File: src/rtl/peridot_config_multiboot_if.sv
// Avalon-MM link between the multiboot sequencer (master) and the device
// configuration primitive (slave).
interface peridot_config_multiboot_if;
    logic [2:0]  address;
    logic        write;
    logic [31:0] writedata;
    logic        read;
    logic [31:0] readdata;

    modport master (
        output address,
        output write,
        output writedata,
        output read,
        input  readdata
    );

    modport slave (
        input  address,
        input  write,
        input  writedata,
        input  read,
        output readdata
    );
endinterface

File: src/rtl/peridot_config_multiboot.sv
// N-image remote-update sequencer: reads the running image after reset, then
// selects and triggers a new image. Optional busy-poll timeout: PERIDOT_CONFIG_MB_TIMEOUT_EN.
module peridot_config_multiboot #(
    parameter int IMAGE_NUM          = 2,
    parameter int INIT_WAIT_CYCLE    = 16,
    parameter int RECONF_DELAY_CYCLE = 10,
    parameter int CUR_IMAGE_LSB      = 13,
    parameter int POLL_LIMIT         = 255,
    localparam int IMG_W = ($clog2(IMAGE_NUM) < 1) ? 1 : $clog2(IMAGE_NUM)
) (
    input  logic                      clock_sig,
    input  logic                      reset_sig,
    input  logic                      ru_nconfig,
    input  logic [IMG_W-1:0]          ru_imagesel,
    output logic                      ru_ready,
    output logic [IMG_W-1:0]          ru_image,
    output logic                      ru_nstatus,
    output logic                      ru_error,
    output logic                      cfg_nreset,
    peridot_config_multiboot_if.master avm
);

`ifdef PERIDOT_CONFIG_MB_TIMEOUT_EN
    localparam bit TIMEOUT_EN = 1'b1;
`else
    localparam bit TIMEOUT_EN = 1'b0;
`endif

    localparam int DELAY_W    = 27;
    localparam int POLL_CNT_W = ($clog2(POLL_LIMIT + 1) < 1) ? 1 : $clog2(POLL_LIMIT + 1);

    typedef enum logic [3:0] {
        INIT,
        REQ,
        POLL_RD,
        POLL_DATA,
        STAT_RD,
        STAT_DATA,
        IDLE,
        SEL,
        DELAY,
        TRIG,
        HALT,
        ERROR
    } state_t;

    state_t                state;
    state_t                next_state;
    logic [2:0]            nconfig_sync;
    logic [IMG_W-1:0]      imagesel_meta;
    logic [IMG_W-1:0]      imagesel_sync;
    logic                  rise;
    logic                  sel_valid;
    logic                  init_done;
    logic                  poll_at_limit;
    logic [7:0]            init_cnt;
    logic [DELAY_W-1:0]    delay_cnt;
    logic [POLL_CNT_W-1:0] poll_cnt;
    logic [IMG_W-1:0]      req_image;

    // Config inputs come from another clock domain; nconfig idles high so its chain resets to ones.
    always_ff @(posedge clock_sig or posedge reset_sig) begin
        if (reset_sig) begin
            nconfig_sync  <= 3'b111;
            imagesel_meta <= '0;
            imagesel_sync <= '0;
        end else begin
            nconfig_sync  <= {nconfig_sync[1:0], ru_nconfig};
            imagesel_meta <= ru_imagesel;
            imagesel_sync <= imagesel_meta;
        end
    end

    assign rise          = !nconfig_sync[2] && nconfig_sync[1];
    assign sel_valid     = (32'(imagesel_sync) < 32'(IMAGE_NUM));
    assign init_done     = (init_cnt == 8'(INIT_WAIT_CYCLE - 1));
    assign poll_at_limit = TIMEOUT_EN && (poll_cnt == POLL_CNT_W'(POLL_LIMIT));

    always_ff @(posedge clock_sig or posedge reset_sig) begin
        if (reset_sig) begin
            state <= INIT;
        end else begin
            state <= next_state;
        end
    end

    always_comb begin
        next_state = state;
        case (state)
            INIT:      if (init_done) next_state = REQ;
            REQ:       next_state = POLL_RD;
            POLL_RD:   next_state = POLL_DATA;
            POLL_DATA: begin
                if (!avm.readdata[0]) begin
                    next_state = STAT_RD;
                end else if (poll_at_limit) begin
                    next_state = ERROR;
                end else begin
                    next_state = POLL_RD;
                end
            end
            STAT_RD:   next_state = STAT_DATA;
            STAT_DATA: next_state = IDLE;
            IDLE:      if (rise && sel_valid) next_state = SEL;
            SEL:       next_state = DELAY;
            DELAY:     if (delay_cnt == '0) next_state = TRIG;
            TRIG:      next_state = HALT;
            HALT:      next_state = HALT;
            ERROR:     next_state = ERROR;
            default:   next_state = INIT;
        endcase
    end

    // Bus outputs are pure state decodes so a reset drops them without a clock edge.
    always_comb begin
        avm.read      = 1'b0;
        avm.write     = 1'b0;
        avm.address   = 3'd0;
        avm.writedata = 32'd0;
        case (state)
            REQ: begin
                avm.write     = 1'b1;
                avm.address   = 3'd2;
                avm.writedata = 32'd1;
            end
            POLL_RD, POLL_DATA: begin
                avm.read    = 1'b1;
                avm.address = 3'd3;
            end
            STAT_RD, STAT_DATA: begin
                avm.read    = 1'b1;
                avm.address = 3'd4;
            end
            SEL: begin
                avm.write     = 1'b1;
                avm.address   = 3'd1;
                avm.writedata = 32'({req_image, 1'b1});
            end
            TRIG: begin
                avm.write     = 1'b1;
                avm.address   = 3'd0;
                avm.writedata = 32'd1;
            end
            default: ;
        endcase
    end

    assign ru_ready   = (state == IDLE);
    assign ru_nstatus = ru_ready && nconfig_sync[2];

    always_ff @(posedge clock_sig or posedge reset_sig) begin
        if (reset_sig) begin
            init_cnt   <= 8'd0;
            cfg_nreset <= 1'b0;
            poll_cnt   <= '0;
            ru_image   <= '0;
            ru_error   <= 1'b0;
            req_image  <= '0;
            delay_cnt  <= '0;
        end else begin
            if (state == INIT) begin
                init_cnt <= init_cnt + 8'd1;
                if (init_done) cfg_nreset <= 1'b1;
            end
            if (state == POLL_RD && poll_cnt != POLL_CNT_W'(POLL_LIMIT)) begin
                poll_cnt <= poll_cnt + POLL_CNT_W'(1);
            end
            if (state == STAT_DATA) begin
                ru_image <= avm.readdata[CUR_IMAGE_LSB +: IMG_W];
            end
            // An out-of-range request only flags the error; the block stays ready.
            if (state == IDLE && rise) begin
                if (sel_valid) begin
                    req_image <= imagesel_sync;
                    delay_cnt <= DELAY_W'(RECONF_DELAY_CYCLE);
                end else begin
                    ru_error <= 1'b1;
                end
            end
            if (state == DELAY && delay_cnt != '0) begin
                delay_cnt <= delay_cnt - DELAY_W'(1);
            end
            if (next_state == ERROR) ru_error <= 1'b1;
        end
    end

endmodule

File: src/flat_wrapper.sv
// flat-port wrapper written by rule: the top's interface ports become plain ports
module peridot_config_multiboot_flat 
#(
    parameter int IMAGE_NUM          = 2,
    parameter int INIT_WAIT_CYCLE    = 16,
    parameter int RECONF_DELAY_CYCLE = 10,
    parameter int CUR_IMAGE_LSB      = 13,
    parameter int POLL_LIMIT         = 255,
    localparam int IMG_W = ($clog2(IMAGE_NUM) < 1) ? 1 : $clog2(IMAGE_NUM)
)
  (clock_sig, reset_sig, ru_nconfig, ru_imagesel, ru_ready, ru_image, ru_nstatus, ru_error, cfg_nreset, avm_address, avm_write, avm_writedata, avm_read, avm_readdata);
  peridot_config_multiboot_if avm_i ();
  input  logic clock_sig;
  input  logic reset_sig;
  input  logic ru_nconfig;
  input  logic [IMG_W-1:0] ru_imagesel;
  output logic ru_ready;
  output logic [IMG_W-1:0] ru_image;
  output logic ru_nstatus;
  output logic ru_error;
  output logic cfg_nreset;
  output wire logic [$bits(avm_i.address)-1:0] avm_address;
  output wire logic [$bits(avm_i.write)-1:0] avm_write;
  output wire logic [$bits(avm_i.writedata)-1:0] avm_writedata;
  output wire logic [$bits(avm_i.read)-1:0] avm_read;
  input wire logic [$bits(avm_i.readdata)-1:0] avm_readdata;
  assign avm_address = avm_i.address;
  assign avm_write = avm_i.write;
  assign avm_writedata = avm_i.writedata;
  assign avm_read = avm_i.read;
  assign avm_i.readdata = avm_readdata;
  peridot_config_multiboot #(.IMAGE_NUM(IMAGE_NUM), .INIT_WAIT_CYCLE(INIT_WAIT_CYCLE), .RECONF_DELAY_CYCLE(RECONF_DELAY_CYCLE), .CUR_IMAGE_LSB(CUR_IMAGE_LSB), .POLL_LIMIT(POLL_LIMIT)) u_core (.clock_sig(clock_sig), .reset_sig(reset_sig), .ru_nconfig(ru_nconfig), .ru_imagesel(ru_imagesel), .ru_ready(ru_ready), .ru_image(ru_image), .ru_nstatus(ru_nstatus), .ru_error(ru_error), .cfg_nreset(cfg_nreset), .avm(avm_i));
endmodule
File: config.mk
export PLATFORM = sky130hd
export DESIGN_NAME = peridot_config_multiboot_flat
export DESIGN_NICKNAME = d
export VERILOG_FILES = /design/src/rtl/peridot_config_multiboot_if.sv /design/src/rtl/peridot_config_multiboot.sv /design/src/flat_wrapper.sv
export SDC_FILE = /design/constraint.sdc
export NUM_CORES = 1
export LEC_CHECK = 0
export CELL_PAD_IN_SITES_DETAIL_PLACEMENT = 0
export CELL_PAD_IN_SITES_GLOBAL_PLACEMENT = 1
export CORE_AREA = 2 2 85 87
export CTS_CLUSTER_DIAMETER = 120
export DETAILED_ROUTE_END_ITERATION = 10
export DIE_AREA = 0 0 87 89
export GPL_ROUTABILITY_DRIVEN = 0
export PLACE_DENSITY_LB_ADDON = 0.1
export SLEW_MARGIN = 0
export SYNTH_ARGS = -nofsm -noshare
export SYNTH_HDL_FRONTEND = slang
export SYNTH_SLANG_ARGS = --single-unit
File: constraint.sdc
create_clock -name clock_sig -period 3.85 [get_ports clock_sig]
set_clock_uncertainty 0.15 [all_clocks]
set_input_delay 0.77 -clock clock_sig [delete_from_list [all_inputs] [get_ports clock_sig]]
set_output_delay 0.77 -clock clock_sig [all_outputs]
set_load 0.005 [all_outputs]
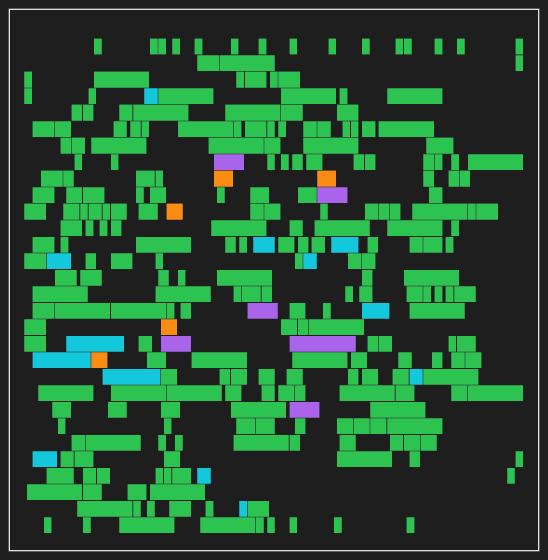
run_1/sizing.png
green -> x1 and smaller  # cells 253, share 91%, most used dfrtp_1
orange -> x3 and x4  # cells 5, share 1.8%, most used buf_4
cyan -> x2  # cells 13, share 4.7%, most used or2_2
purple -> x6 and larger  # cells 6, share 2.2%, most used clkbuf_8

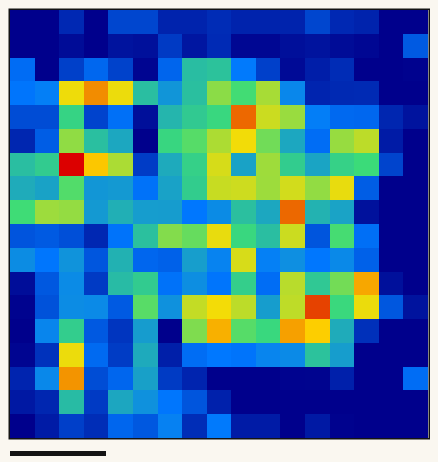
run_1/route_heat.png
Scale bar: 20 µm. 17 x 18 tiles, from dark blue (low) to red (high), scaled to the fullest tile. Values are wire area over tile area, all layers added.
mean over tiles = 0.097
emptiest ninth of the die = top right
nearly empty tiles = 20%
tiles over half the peak = 18%

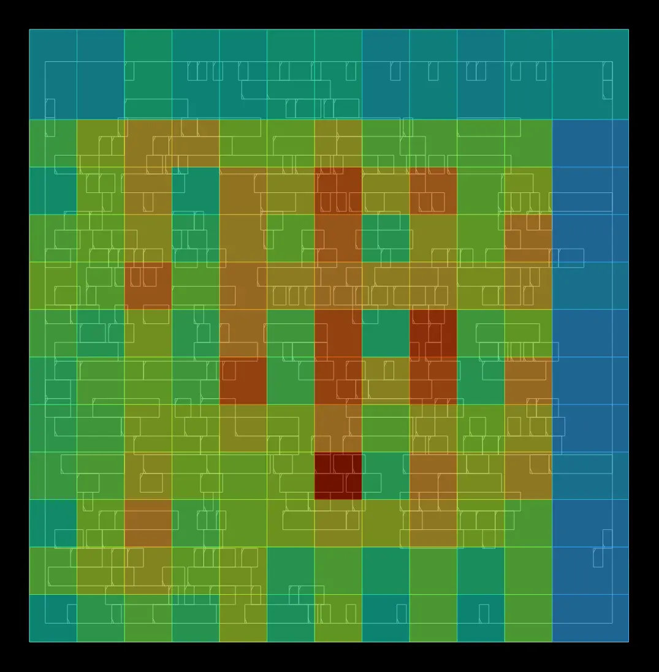
run_1/congestion_map.png
final core occ: 41.5%
GR Layer Usage met1: 18.3%

==> reports/metrics.yaml, run 1 <==
comb_power_uw: 832
drv_slew: 0
drive_gt1_share_pct: 8.66
area_growth_pct: 9.49
sh_seq_area_pct: 43.2
routed_wl_um: 4840
critical-path-slowest-cell: "dfrtp_1"
cts_sinks: 48
switching_share_pct: 39.6
clock_buffers: 5
place_hpwl_um: 3280
drc: 0
seq_cell_count: 48
grt_util_all_layers_pct: 13.9
hold_viol: 0
clk_share_pct: 4.18
multi_input_comb_cells: 194
vias_per_cell: 5.08
ys_chip_area_um2: 2540
core-area_um2: 6720
die_h_um: 89
grt_pass1_wl_um: 8420
warnings: 56
synth_cell_types: 43
pwr_density_cell_nw_per_um2: 744
nets: 314
sequentialPower_uw: 869
grt_max_degree: 34
maxPowerGroup: "registers"
min_path_type: "reg2reg"
crit_type: "reg2out"
tns_ns: 0
seq_power_share_pct: 41.9
first_pass_iters: 4
top_register: "u_core.delay_cnt"
path_max_fanout: 11
ctsHoldBuffers: 0
layout_top_cell: "dfrtp_1"
std_cell_rows: 30
synthesis.area_um2: 2540
postLayoutCellArea_um2: 2790
chipArea_um2: 7740
leakagePower_nw: 1.25
top_logic_kind: "simple AND/OR/NAND/NOR gates"
topCellsByArea: "dfrtp_1 (44%), buf_4 (8.8%), or4_1 (3.2%), dfstp_2 (3.1%), nand2_1 (2.9%)"
compound_area_share_pct: 11.1
cts_resized: 0
required_ns: 2.93
async_flop_share_pct: 100
final-nonclk-buf-share_pct: 6.92
end_kind: "output pin"
root_buffer: "clkbuf_8"
slew_headroom_pct: 51.6
startpoint: "u_core.state[2]"
cp_cell_sequence: "nand2b_1 > nor3_1 > and2_1 > clkdlybuf4s50_1"
signal_buffers: 20
inv_count: 7
ys.flops: 48
tightest_slew_ns: 0.724
power_mw: 2.07
max_stage_delay_ns: 0.55
period_needed_ns: 3.00
setup_viol: 0
cp-start-kind: "flip-flop"
status: "completed"
place_inst: 349
regArea_um2: 1200
common_cells: "dfrtp_1 (45), buf_4 (30), nand2_1 (20), nor2_1 (20)"
netSwitchingPower_uw: 821
yosys_cells: 261
cts_tree: "yes"
xor_share_pct: 3.79
tap_cells: 80
numPortBuffers: 17
fin_ws_ns: 0.850
dominant_cells: "flip-flops and latches"
layout_worst_path_cycle_share_pct: 77.9
yosysTopAreaCellShare_pct: 44.2
clkSlewWorstSetupHoldPaths_ns: 0.09
clockBufferDepth: 2
r2r_slack_ns: 1.02
holdWs_ns: 0.207
pg_clk_uw: 374
syn_inst: 261
die_w_um: 87
layout_top_cells: "dfrtp_1 (45), conb_1 (30), nand2_1 (20), nor2_1 (20), clkdlybuf4s50_1 (17)"
ios: 78
numCtsBuffers: 5
antenna_found_initial: 0
comb_area_share_pct: 41.1
final_cells: 357
clockPowerShare_pct: 18.0
yosysMostFrequentCell: "dfrtp_1"
reg2regPathDepth: 5
ys.warnings.count: 0
cts-htree-levels: 2
grt-ovfl-total: 0
grt_setup_unrepaired: "no"
logic_area_um2: 1150
maxCapViolCount: 0
place_ws_ns: 1.04
largest_reg_flops: 27
fillers: 664
p_int_mw: 1.25
routedWlPerCell_um: 13.6
fp_util_pct: 37.9
placed_area_um2: 2670
grt_pass1_vias: 1755
rr_startpoint: "u_core.delay_cnt[5]"
crit_buf_inv: 1
[run 1: routing by layer]
metal  wire length, µm  global-route usage, %  vias up
li1                  -                      -      900
met1              2340                   18.3      875
met2              2270                   22.4       34
met3               179                   3.69        4
met4                51                   4.69        0
met5                 0                      0        -
[run 1: worst min path at each step]
stage,from,depth (start not counted),slack [ns],to
after floorplan,u_core.imagesel_meta,0,0.18,u_core.imagesel_sync
after global placement,u_core.imagesel_meta,0,0.18,u_core.imagesel_sync
after detailed placement,u_core.imagesel_meta,0,0.18,u_core.imagesel_sync
after CTS,u_core.imagesel_meta,0,0.21,u_core.imagesel_sync
after global routing,u_core.imagesel_meta,0,0.21,u_core.imagesel_sync
final,u_core.imagesel_meta,0,0.21,u_core.imagesel_sync
run_1/util_map.png
Scale bar: 20 µm. 9 x 9 tiles, from dark blue (low) to red (high), 0 to 100% covered.
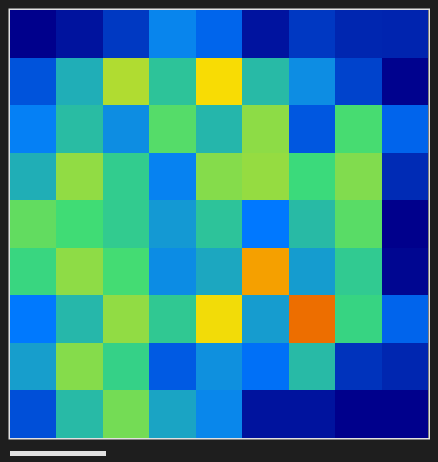

==> inputs of run 2 (changes only) <==
--- a/config.mk
+++ b/config.mk
@@ -7,10 +7,10 @@
 export LEC_CHECK = 0
 export CELL_PAD_IN_SITES_DETAIL_PLACEMENT = 0
 export CELL_PAD_IN_SITES_GLOBAL_PLACEMENT = 1
-export CORE_AREA = 2 2 85 87
+export CORE_AREA = 2 2 89 91
 export CTS_CLUSTER_DIAMETER = 120
 export DETAILED_ROUTE_END_ITERATION = 10
-export DIE_AREA = 0 0 87 89
+export DIE_AREA = 0 0 91 93
 export GPL_ROUTABILITY_DRIVEN = 0
 export PLACE_DENSITY_LB_ADDON = 0.1
 export SLEW_MARGIN = 0
==> constraint.sdc (replaced) <==
create_clock -name clock_sig -period 2.97 [get_ports clock_sig]
set_clock_uncertainty 0.15 [all_clocks]
set_input_delay 0.594 -clock clock_sig [delete_from_list [all_inputs] [get_ports clock_sig]]
set_output_delay 0.594 -clock clock_sig [all_outputs]
set_load 0.005 [all_outputs]
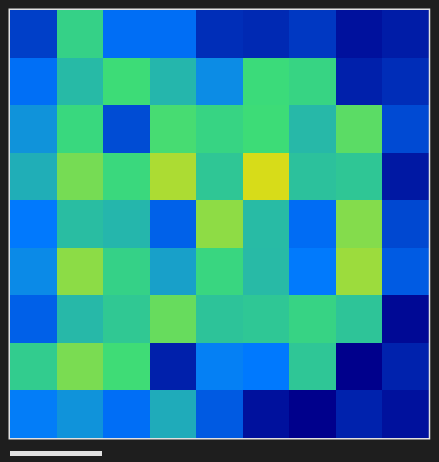
run_2/util_map.png
Scale bar: 20 µm. 9 x 9 tiles, from dark blue (low) to red (high), 0 to 100% covered.
mean over tiles = 33%
nearly empty tiles = 3.7%
fullest tile = 70%
emptiest ninth of the die = bottom right

==> reports/metrics.yaml, run 2 <==
die_w_um: 91
inv_count: 7
setup_viol: 0
cp_cell_sequence: "nand2b_1 > nor3_1 > buf_4 > and2_1 > clkdlybuf4s50_1"
grt-ovfl-total: 0
seq_power_share_pct: 38.8
top_register: "u_core.delay_cnt"
holdPathStages: 0
compound_area_share_pct: 11.1
final_util_pct: 38.8
seq_cell_count: 48
p_int_mw: 1.83
vias_per_cell: 4.74
layout_worst_path_cycle_share_pct: 92.3
top_logic_kind: "simple AND/OR/NAND/NOR gates"
sequentialPower_mw: 1.12
routedWlPerCell_um: 12.9
tns_ns: 0
clockBufferDepth: 2
yosysTopAreaCellShare_pct: 44.2
r2r_slack_ns: 0.34
rr_startpoint: "u_core.delay_cnt[5]"
grt_pass1_wl_um: 8420
grt_max_degree: 28
drv_slew: 0
fa_ha_area_share_pct: 0.983
topCellsByArea: "dfrtp_1 (44%), buf_4 (8.8%), or4_1 (3.2%), dfstp_2 (3.1%), nand2_1 (2.9%)"
grt_pass1_vias: 1721
startpoint: "u_core.state[2]"
layout_top_cells: "dfrtp_1 (45), conb_1 (30), nand2_1 (20), nor2_1 (20), clkdlybuf4s50_1 (17)"
nets: 321
root_buffer: "clkbuf_8"
ys_chip_area_um2: 2540
cts_sinks: 48
place_ws_ns: 0.329
min-delay-start: "u_core.imagesel_meta"
crit_buf_inv: 2
path_max_fanout: 11
pg_clk_uw: 656
xor_share_pct: 3.79
comb_power_mw: 1.12
tap_cells: 102
clk_share_pct: 5.44
layout_top_cell: "dfrtp_1"
reg2regPathDepth: 5
warnings: 56
area_growth_pct: 14.8
die_h_um: 93
dominant_cells: "flip-flops and latches"
largest_reg_flops: 27
synth_cell_types: 43
sh_seq_area_pct: 41.2
hold_viol: 0
antenna_found_initial: 0
cts-htree-levels: 2
clkSlewWorstSetupHoldPaths_ns: 0.10
numPortBuffers: 17
grt_util_all_layers_pct: 12.3
status: "completed"
critical-path-slowest-cell: "dfrtp_1"
regArea_um2: 1200
power_mw: 2.90
maxCapViolCount: 0
ys.flops: 48
common_cells: "dfrtp_1 (45), buf_4 (30), nand2_1 (20), nor2_1 (20)"
ctsHoldBuffers: 0
fin_ws_ns: 0.229
end_kind: "output pin"
grt_setup_unrepaired: "no"
core-area_um2: 7530
leakagePower_nw: 1.31
max_stage_delay_ns: 0.56
multi_input_comb_cells: 194
routed_wl_um: 4970
ys.warnings.count: 0
comb_area_share_pct: 39.2
cp-start-kind: "flip-flop"
crit_type: "reg2out"
drive_gt1_share_pct: 10.9
drc: 0
slew_headroom_pct: 61.9
cts_resized: 0
signal_buffers: 27
final-nonclk-buf-share_pct: 8.82
cts_tree: "yes"
clockPowerShare_pct: 22.6
final_cells: 386
period_needed_ns: 2.74
yosysMostFrequentCell: "dfrtp_1"
holdWs_ns: 0.206
clock_buffers: 5
place_inst: 378
numCtsBuffers: 5
min_path_type: "reg2reg"
placed_area_um2: 2760
first_pass_iters: 4
maxPowerGroup: "registers"
required_ns: 2.23
tightest_slew_ns: 0.567
yosys_cells: 261
place_hpwl_um: 3420
fillers: 792
async_flop_share_pct: 100
postLayoutCellArea_um2: 2920
syn_inst: 261
pwr_density_cell_nw_per_um2: 991
ios: 78
chipArea_um2: 8460
netSwitchingPower_mw: 1.07
fp_util_pct: 33.8
switching_share_pct: 36.9
logic_area_um2: 1150
## run 2: cell counts after synthesis
Identical to the previous run, type by type.
## run 2: path summary, 6_finish.rpt
kind                                         to
setup / recovery                     ru_nstatus
hold / removal             u_core.imagesel_sync
setup reg to reg           u_core.delay_cnt[20]
hold reg to reg            u_core.imagesel_sync
max in group asynchronous  u_core.delay_cnt[12]
min in group asynchronous    u_core.init_cnt[6]
## run 2: metal layers
layer / vias up / global-route usage, % / share of wire (%)
met5: - / 0 / 0
met4: 0 / 4.29 / 0.84
met3: 4 / 2.66 / 3.2
met2: 34 / 19.6 / 47
met1: 879 / 16.7 / 49
li1: 911 / - / -
run_2/route_heat.png
Scale bar: 20 µm. 18 x 19 tiles, from dark blue (low) to red (high), scaled to the fullest tile. Values are wire area over tile area, all layers added.
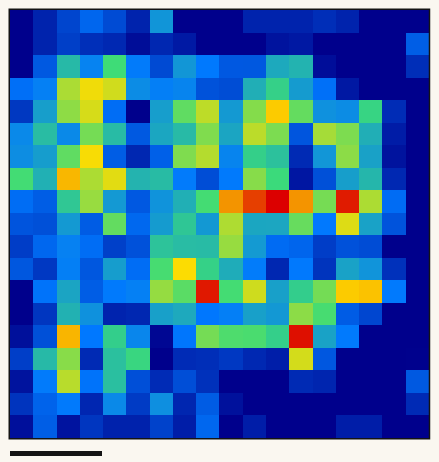

==> inputs of run 3 (changes only) <==
--- a/config.mk
+++ b/config.mk
@@ -12,8 +12,8 @@
 export DETAILED_ROUTE_END_ITERATION = 10
 export DIE_AREA = 0 0 91 93
 export GPL_ROUTABILITY_DRIVEN = 0
+export MAX_ROUTING_LAYER = met4
 export PLACE_DENSITY_LB_ADDON = 0.1
-export SLEW_MARGIN = 0
 export SYNTH_ARGS = -nofsm -noshare
 export SYNTH_HDL_FRONTEND = slang
 export SYNTH_SLANG_ARGS = --single-unit
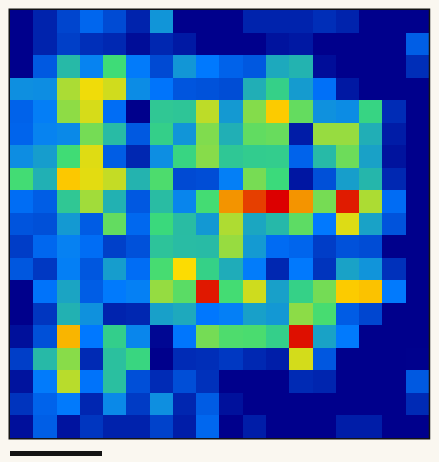
run_3/route_heat.png
Scale bar: 20 µm. 18 x 19 tiles, from dark blue (low) to red (high), scaled to the fullest tile. Values are wire area over tile area, all layers added.
fullest tile = 0.35
densest ninth of the die = middle
tiles over half the peak = 18%
mean over tiles = 0.090
nearly empty tiles = 19%

==> reports/metrics.yaml, run 3 <==
topCellsByArea: "dfrtp_1 (44%), buf_4 (8.8%), or4_1 (3.2%), dfstp_2 (3.1%), nand2_1 (2.9%)"
status: "completed"
numPortBuffers: 17
critical_path_depth: 5
grt-ovfl-total: 0
yosys.area.top_type: "dfrtp_1"
rr_startpoint: "u_core.delay_cnt[5]"
met2_length_um: 2330
chipArea_um2: 8460
synth-edff-count: 0
crit_type: "reg2out"
holdPathStages: 0
min_path_type: "reg2reg"
place_ws_ns: 0.329
cp-start-kind: "flip-flop"
fa_ha_area_share_pct: 0.983
cp_cell_sequence: "nand2b_1 > nor3_1 > buf_4 > and2_1 > clkdlybuf4s50_1"
ys_seq_share_pct: 47.3
maxCapViolCount: 0
grt_util_all_layers_pct: 12.7
layout_top_cell: "dfrtp_1"
ctsHoldBuffers: 0
first_pass_iters: 4
warnings: 56
layout_top_cells: "dfrtp_1 (45), conb_1 (30), nand2_1 (20), nor2_1 (20), clkdlybuf4s50_1 (17)"
drive_gt1_share_pct: 10.9
required_ns: 2.23
holdWs_ns: 0.206
top_logic_kind: "simple AND/OR/NAND/NOR gates"
met1_usage_pct: 16.8
startpoint: "u_core.state[2]"
grt_pass1_vias: 1720
routed_wl_um: 4970
critical-path-slowest-cell: "dfrtp_1"
final_cells: 386
period_needed_ns: 2.74
ys_chip_area_um2: 2540
dr.max_layer_used: "met4"
met3_length_um: 158
clockBufferDepth: 2
numCtsBuffers: 5
root_buffer: "clkbuf_8"
cts_setup_buffers: 0
reg2regPathDepth: 5
setup_viol: 0
antenna_cells: 0
top_regs: "u_core.delay_cnt (27), u_core.init_cnt (8), u_core.state (4)"
synthesis.area_um2: 2540
end_kind: "output pin"
path_delay_family: "buffers and inverters"
pwr_density_cell_nw_per_um2: 991
mux_share_pct: 3.64
cts_tree: "yes"
std_cell_rows: 32
place_inst: 378
grtUsageMet3_pct: 2.58
min-delay-start: "u_core.imagesel_meta"
r2r_slack_ns: 0.34
die_w_um: 91
routedWlPerCell_um: 12.9
largest_reg_flops: 27
vias_per_cell: 4.74
grt-busiest-layer: "met2"
postLayoutCellArea_um2: 2920
tightest_slew_ns: 0.567
yosysTopAreaCellShare_pct: 44.2
crit_buf_inv: 2
clkSlewWorstSetupHoldPaths_ns: 0.10
synth_cell_types: 43
clk_latency_ns: 0.30
slew_headroom_pct: 61.9
top_register: "u_core.delay_cnt"
synth_simple_gate_area_share_pct: 21.1
clockPowerShare_pct: 22.6
core-area_um2: 7530
p_int_mw: 1.83
layout_worst_path_cycle_share_pct: 92.3
nets: 321
timing.rr.end: "u_core.delay_cnt[20]"
die_h_um: 93
max_stage_delay_ns: 0.56
grt_max_degree: 28
switching_share_pct: 36.8
grt_use_met2_pct: 19.6
vias: 1828
compound_area_share_pct: 11.1
common_cells: "dfrtp_1 (45), buf_4 (30), nand2_1 (20), nor2_1 (20)"
ys.warnings.count: 0
cts-htree-levels: 2
drc: 0
crit_end: "ru_nstatus"
async_flop_share_pct: 100
ir_drop_mv: 0.453
yosys_cells: 261
combPwrFrac_pct: 38.6
final_util_pct: 38.8
grt_pass1_wl_um: 8420
yosysMostFrequentCell: "dfrtp_1"
wl_met1_um: 2440
xor_share_pct: 3.79
ys.flops: 48
drv_slew: 0
ant_nets: 0
cts_resized: 0
place_hpwl_um: 3420
drt_iter0_markers: 29
ff_type: "dfrtp_1"
hold_end: "u_core.imagesel_sync"
leakagePower_nw: 1.31
seq_power_share_pct: 38.8
power_mw: 2.89
path_max_fanout: 11
syn_avg_cell_area_um2: 9.75
fp_util_pct: 33.8
grt_setup_unrepaired: "no"
clock.fmax_mhz: 365
crit_arrival_ns: 2.00
syn_inst: 261
fin_ws_ns: 0.230
hold_viol: 0
antenna_found_initial: 0
netSwitchingPower_mw: 1.07
tns_ns: 0
placed_area_um2: 2760
ios: 78
cts_sinks: 48
area_growth_pct: 14.8
## run 3: area by class of cell
| cell class | instances | area (µm²) |
|---|---|---|
| Clock inverter | 3 | 90.1 |
| Tap cell | 102 | 128 |
| Multi-Input combinational cell | 194 | 1150 |
| Timing Repair Buffer | 27 | 258 |
| Inverter | 7 | 26.3 |
| Fill cell | 792 | 4610 |
| Clock buffer | 5 | 68.8 |
| Sequential cell | 48 | 1200 |
## run 3: power groups by stage
| stage | Combinational, mW | Clock [mW] | Sequential, mW |
|---|---|---|---|
| after floorplan | 0.893 | 0 | 1.03 |
| after detailed placement | 1.13 | 0 | 1.13 |
| after global routing | 1.26 | 0.703 | 1.17 |
| after CTS | 1.13 | 0.672 | 1.12 |
| after global placement | 1.12 | 0 | 1.14 |
| final | 1.12 | 0.655 | 1.12 |
No activity file was given, so power comes from the tool's default toggle rates.
